<file path="src/rtl/demux2_sched.sv">
// Control-token scheduler for a two-way steering demux: weighted round-robin over
// credit-gated branches, 4-phase rctl/actl handshake. Optional DEMUX2_SCHED_STATS_EN adds per-branch issue counters.
module demux2_sched #(
  parameter int W       = 4,
  parameter int CREDITS = 4,
  parameter int SYNC    = 2
) (
  input  logic         clk,
  input  logic         rst,
  input  logic         en,
  input  logic [W-1:0] cfg_w0,
  input  logic [W-1:0] cfg_w1,
  input  logic         cfg_load,
  output logic         rctl_o,
  output logic         dctl_o,
  input  logic         actl_i,
  input  logic         cred0_i,
  input  logic         cred1_i,
  output logic         busy_o,
  output logic         err_o,
  output logic [15:0]  cnt0_o,
  output logic [15:0]  cnt1_o
);
  localparam int CW = $clog2(CREDITS + 1);
  localparam logic [CW-1:0] CMAX = CW'(CREDITS);

  typedef enum logic [1:0] {IDLE, SETUP, REQ, RTZ} state_t;

  state_t        state_q, state_d;
  logic          cur_q, cur_d;
  logic [W-1:0]  run_q, run_d;
  logic [W-1:0]  w0_q, w0_d, w1_q, w1_d;
  logic [CW-1:0] cr0_q, cr0_d, cr1_q, cr1_d;
  logic          rctl_q, rctl_d, dctl_q, dctl_d;
  logic          err_q, err_d;
  logic [SYNC-1:0] sync_q;
  logic          actl_s;
  logic          issue0, issue1, ovf0, ovf1;
  logic          elig0, elig1, cur_elig, oth_elig;
  logic [W-1:0]  cur_w;

  assign actl_s = sync_q[SYNC-1];

  assign elig0    = (w0_q != '0) && (cr0_q != '0);
  assign elig1    = (w1_q != '0) && (cr1_q != '0);
  assign cur_elig = cur_q ? elig1 : elig0;
  assign oth_elig = cur_q ? elig0 : elig1;
  assign cur_w    = cur_q ? w1_q : w0_q;

  always_comb begin
    state_d = state_q;
    cur_d   = cur_q;
    run_d   = run_q;
    w0_d    = w0_q;
    w1_d    = w1_q;
    dctl_d  = dctl_q;
    rctl_d  = rctl_q;
    issue0  = 1'b0;
    issue1  = 1'b0;
    case (state_q)
      IDLE: begin
        // A load consumes its cycle; scheduling resumes with the new weights next cycle.
        if (cfg_load) begin
          w0_d  = cfg_w0;
          w1_d  = cfg_w1;
          run_d = '0;
          cur_d = 1'b0;
        end else if (en && (elig0 || elig1)) begin
          if (cur_elig && (run_q < cur_w)) begin
            dctl_d = cur_q;
          end else if (oth_elig) begin
            dctl_d = ~cur_q;
            cur_d  = ~cur_q;
            run_d  = '0;
          end else begin
            dctl_d = cur_q;
            run_d  = '0;
          end
          state_d = SETUP;
        end
      end
      SETUP: begin
        rctl_d  = 1'b1;
        run_d   = run_q + W'(1);
        issue0  = ~dctl_q;
        issue1  = dctl_q;
        state_d = REQ;
      end
      REQ: begin
        if (actl_s) begin
          rctl_d  = 1'b0;
          state_d = RTZ;
        end
      end
      RTZ: begin
        if (!actl_s) state_d = IDLE;
      end
      default: state_d = IDLE;
    endcase
  end

  // Simultaneous issue and return cancel; a return at full credit saturates and flags.
  always_comb begin
    cr0_d = cr0_q;
    cr1_d = cr1_q;
    ovf0  = 1'b0;
    ovf1  = 1'b0;
    case ({issue0, cred0_i})
      2'b10:   cr0_d = cr0_q - CW'(1);
      2'b01:   if (cr0_q == CMAX) ovf0 = 1'b1; else cr0_d = cr0_q + CW'(1);
      default: cr0_d = cr0_q;
    endcase
    case ({issue1, cred1_i})
      2'b10:   cr1_d = cr1_q - CW'(1);
      2'b01:   if (cr1_q == CMAX) ovf1 = 1'b1; else cr1_d = cr1_q + CW'(1);
      default: cr1_d = cr1_q;
    endcase
    err_d = err_q | ovf0 | ovf1;
  end

  always_ff @(posedge clk) begin
    if (rst) begin
      state_q <= IDLE;
      cur_q   <= 1'b0;
      run_q   <= '0;
      w0_q    <= W'(1);
      w1_q    <= W'(1);
      cr0_q   <= CMAX;
      cr1_q   <= CMAX;
      rctl_q  <= 1'b0;
      dctl_q  <= 1'b0;
      err_q   <= 1'b0;
      sync_q  <= '0;
    end else begin
      state_q <= state_d;
      cur_q   <= cur_d;
      run_q   <= run_d;
      w0_q    <= w0_d;
      w1_q    <= w1_d;
      cr0_q   <= cr0_d;
      cr1_q   <= cr1_d;
      rctl_q  <= rctl_d;
      dctl_q  <= dctl_d;
      err_q   <= err_d;
      sync_q  <= {sync_q[SYNC-2:0], actl_i};
    end
  end

  assign rctl_o = rctl_q;
  assign dctl_o = dctl_q;
  assign busy_o = (state_q != IDLE);
  assign err_o  = err_q;

`ifdef DEMUX2_SCHED_STATS_EN
  logic [15:0] cnt0_q, cnt1_q;

  always_ff @(posedge clk) begin
    if (rst) begin
      cnt0_q <= '0;
      cnt1_q <= '0;
    end else begin
      if (issue0) cnt0_q <= cnt0_q + 16'd1;
      if (issue1) cnt1_q <= cnt1_q + 16'd1;
    end
  end

  assign cnt0_o = cnt0_q;
  assign cnt1_o = cnt1_q;
`else
  assign cnt0_o = '0;
  assign cnt1_o = '0;
`endif
endmodule

</file>
<file path="config.mk">
export PLATFORM = sky130hd
export DESIGN_NAME = demux2_sched
export DESIGN_NICKNAME = d
export VERILOG_FILES = /design/src/rtl/demux2_sched.sv
export SDC_FILE = /design/constraint.sdc
export NUM_CORES = 1
export LEC_CHECK = 0
export CAP_MARGIN = 30
export CORE_MARGIN = 2
export CORE_UTILIZATION = 47
export CTS_CLUSTER_SIZE = 40
export DETAILED_ROUTE_END_ITERATION = 12
export PLACE_DENSITY = 0.8
export SKIP_CTS_REPAIR_TIMING = 1
export SLEW_MARGIN = 20
export SYNTH_ARGS = -nofsm -noshare
export SYNTH_HDL_FRONTEND = slang
export SYNTH_SLANG_ARGS = --single-unit
</file>
<file path="constraint.sdc">
create_clock -name clk -period 2.6 [get_ports clk]
set_input_delay 0.52 -clock clk [delete_from_list [all_inputs] [get_ports clk]]
set_output_delay 0.52 -clock clk [all_outputs]
set_load 0.05 [all_outputs]
</file>
==> run summary <==
Notes on the flow run.

- The area share of and/or/nand/nor cells after synthesis is 19.7%, for reference.
- Before placement the cells fill 50.3% of the core.
- After filler insertion, the fill cell instance count of the layout stands at 329.
- The average footprint of a synthesized cell is 8.46 sq um, for reference.
- The cell count of the worst reg-to-reg path is 8, for reference.
- 163 cells are multi-input combinational gates.
- The destination of the worst register-to-register timing path is run_q[3], for reference.
- On met2, the global router reports a usage of 27.3%.
- After the flow finishes, the layout carries non-filler instances totaling 266.
- Non-clock buffers in the final layout number 19.
- The proportion of final cell area spent on non-clock buffers is 10.0%, for reference.
- The worst setup path is launched from a flop.
- The stage delay of the slowest cell on the critical path is 0.58 ns, for reference.
- Cell internal power was estimated by the tool at 904 uW.
- The die is 64.5 microns wide.
- The final weighted congestion recorded by global placement is 0.740.
- The count of buffers inserted at the top-level ports is 18, for reference.
- The dominant power group in this design is combinational cells.
- The path with the worst hold slack has its endpoint at sync_q[1].
- The fraction of standard cell area that is sequential is 28.2%, for reference.
- Nets still carrying antenna violations after routing amount to 0.
- The data arrival time of the worst path is 2.54 ns, for reference.
- The global-route usage over all layers is 15.6%, for reference.
- The post-synthesis cell count is 203, for reference.
- In this run the count of I/O pins placed on the die edge is 51.
- In the final layout, the registers with the most flip-flops are run_q x4, w0_q x4, w1_q x4.
- The clock tree root driver cell is sky130_fd_sc_hd__clkbuf_4, for reference.
- Of the total standard cell area in the layout, the multi-input combinational portion is 55.1%.
- Synthesis instantiated 42 different standard cells from the library.
- The critical setup path kind is reg -> reg, for reference.
- The synthesized netlist was found by Yosys to have 203 cells.
- The final-layout worst hold slack is 0.463 ns, for reference.
- The total overflow left after global routing is 0.
- The remaining max-slew budget at the tightest pin is 65.1%, for reference.
- The final hold violation count recorded for this run is 0.
- The vertical extent of the die is 64.5 microns, for reference.
- In this run, the synthesized area fraction spent on AND-OR/OR-AND gates is recorded as 17.3%.
- In the final report, the number of pins over their slew limit comes to 0.
- The routed layout has 1274 vias.
- STA classifies the critical path endpoint as a flop.
- Together, buffers and inverters on the worst path number 0.
- The critical hold path startpoint is sync_q[0], for reference.
- On the final layout, the worst clock skew is 0.00632 ns.
- Per the synthesis report, the XOR/XNOR share of the synthesized area is 1.02%.
- The most common cell in the netlist is sky130_fd_sc_hd__buf_4, for reference.
- Entering global routing, the biggest net connects 18 pins.
- The clock network is responsible for 12.5% of the overall power.
- The total power is 1.68 mW, for reference.
- The number of cells on the worst hold path is listed as 1.
- The signal on the critical path passes through mux2i_1, ha_1, o21a_4, o311ai_4, o211ai_2, a211oi_4, nand3b_1, o31ai_1.
- The multi-input combinational cells in the finished layout cover a total of 1020 sq um.
- The global routing report lists met1 layer usage as 19.1%.
- The met3 demand-to-capacity share in global routing is 3.99%, for reference.
- The run finished with clean final reports.
- Summing all placed instances gives a cell area of 1810 sq um.
- The sequential cell count is 26, for reference.
- Among all flip-flop cells after synthesis, the most frequent one is sky130_fd_sc_hd__dfxtp_1.
- The number of antenna violations at the first check in global routing is 0, for reference.
- The routed layout reports a DRC error count of 0.
- The site row count is 21, for reference.
- The main area contributors are sky130_fd_sc_hd__dfxtp_1, sky130_fd_sc_hd__buf_4, sky130_fd_sc_hd__nand2_1.
- The later pin in the worst-skew pair is clocked with a latency of 0.33 ns.
- The mux share of post-synthesis cell area is 5.24%, for reference.
- OpenSTA, run right after detailed placement, puts the worst setup slack at 0.250 ns.
- The number of buffers created by CTS is 3, for reference.
- The first detailed-routing pass took 4 iterations.
- The critical path starts at cur_q.
- The max-cap violation count is 0, for reference.
### The metal 1 layer

The bar under the picture is 20 microns long. Supply wires on this layer in grey.
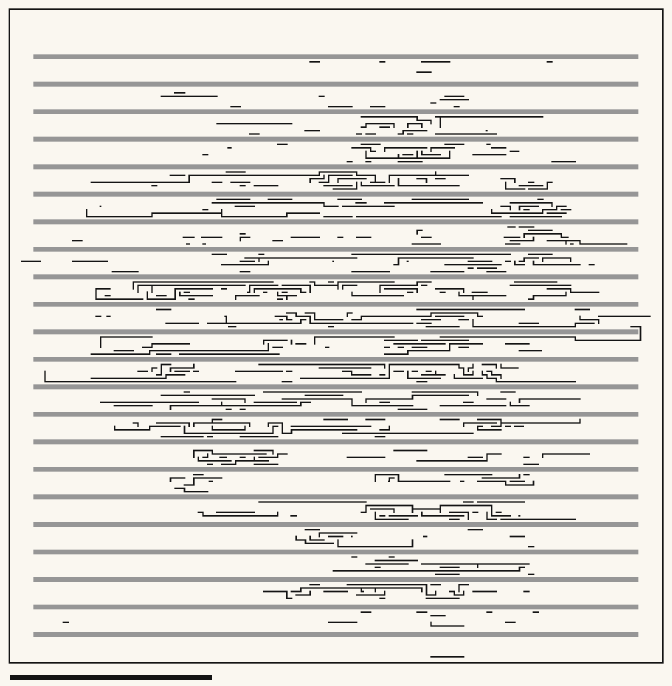
longest straight run	18.9 microns
share of all routed wire	46%
main direction	horizontal
wire length on this layer	1390 microns
nets with wire on the layer	201

### Signal wires on met2

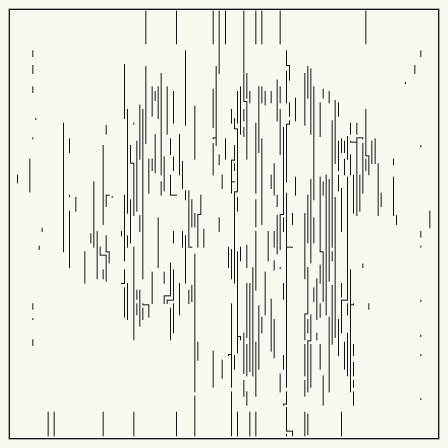
wire length on this layer	1440 microns
share of all routed wire	48%
main direction	vertical
nets with wire on the layer	205
longest straight run	29.2 microns

### M3 wires

The bar under the picture is 20 microns long. Cells faint in the background.
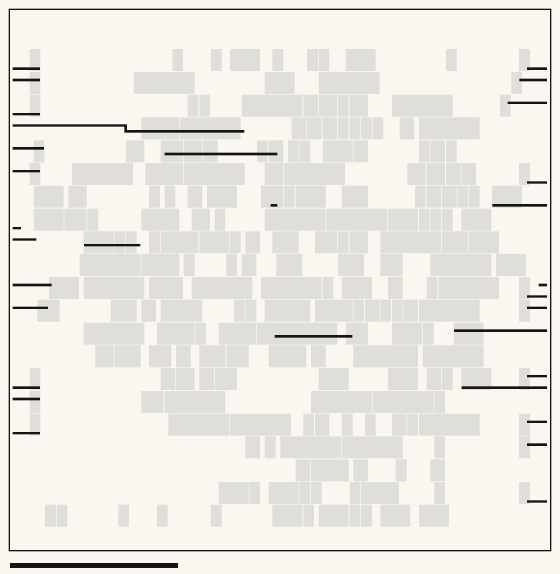
main direction	horizontal
share of all routed wire	4.8%
longest straight run	14.0 microns

Power figures rest on the tool's default switching activity, not on a simulated workload.
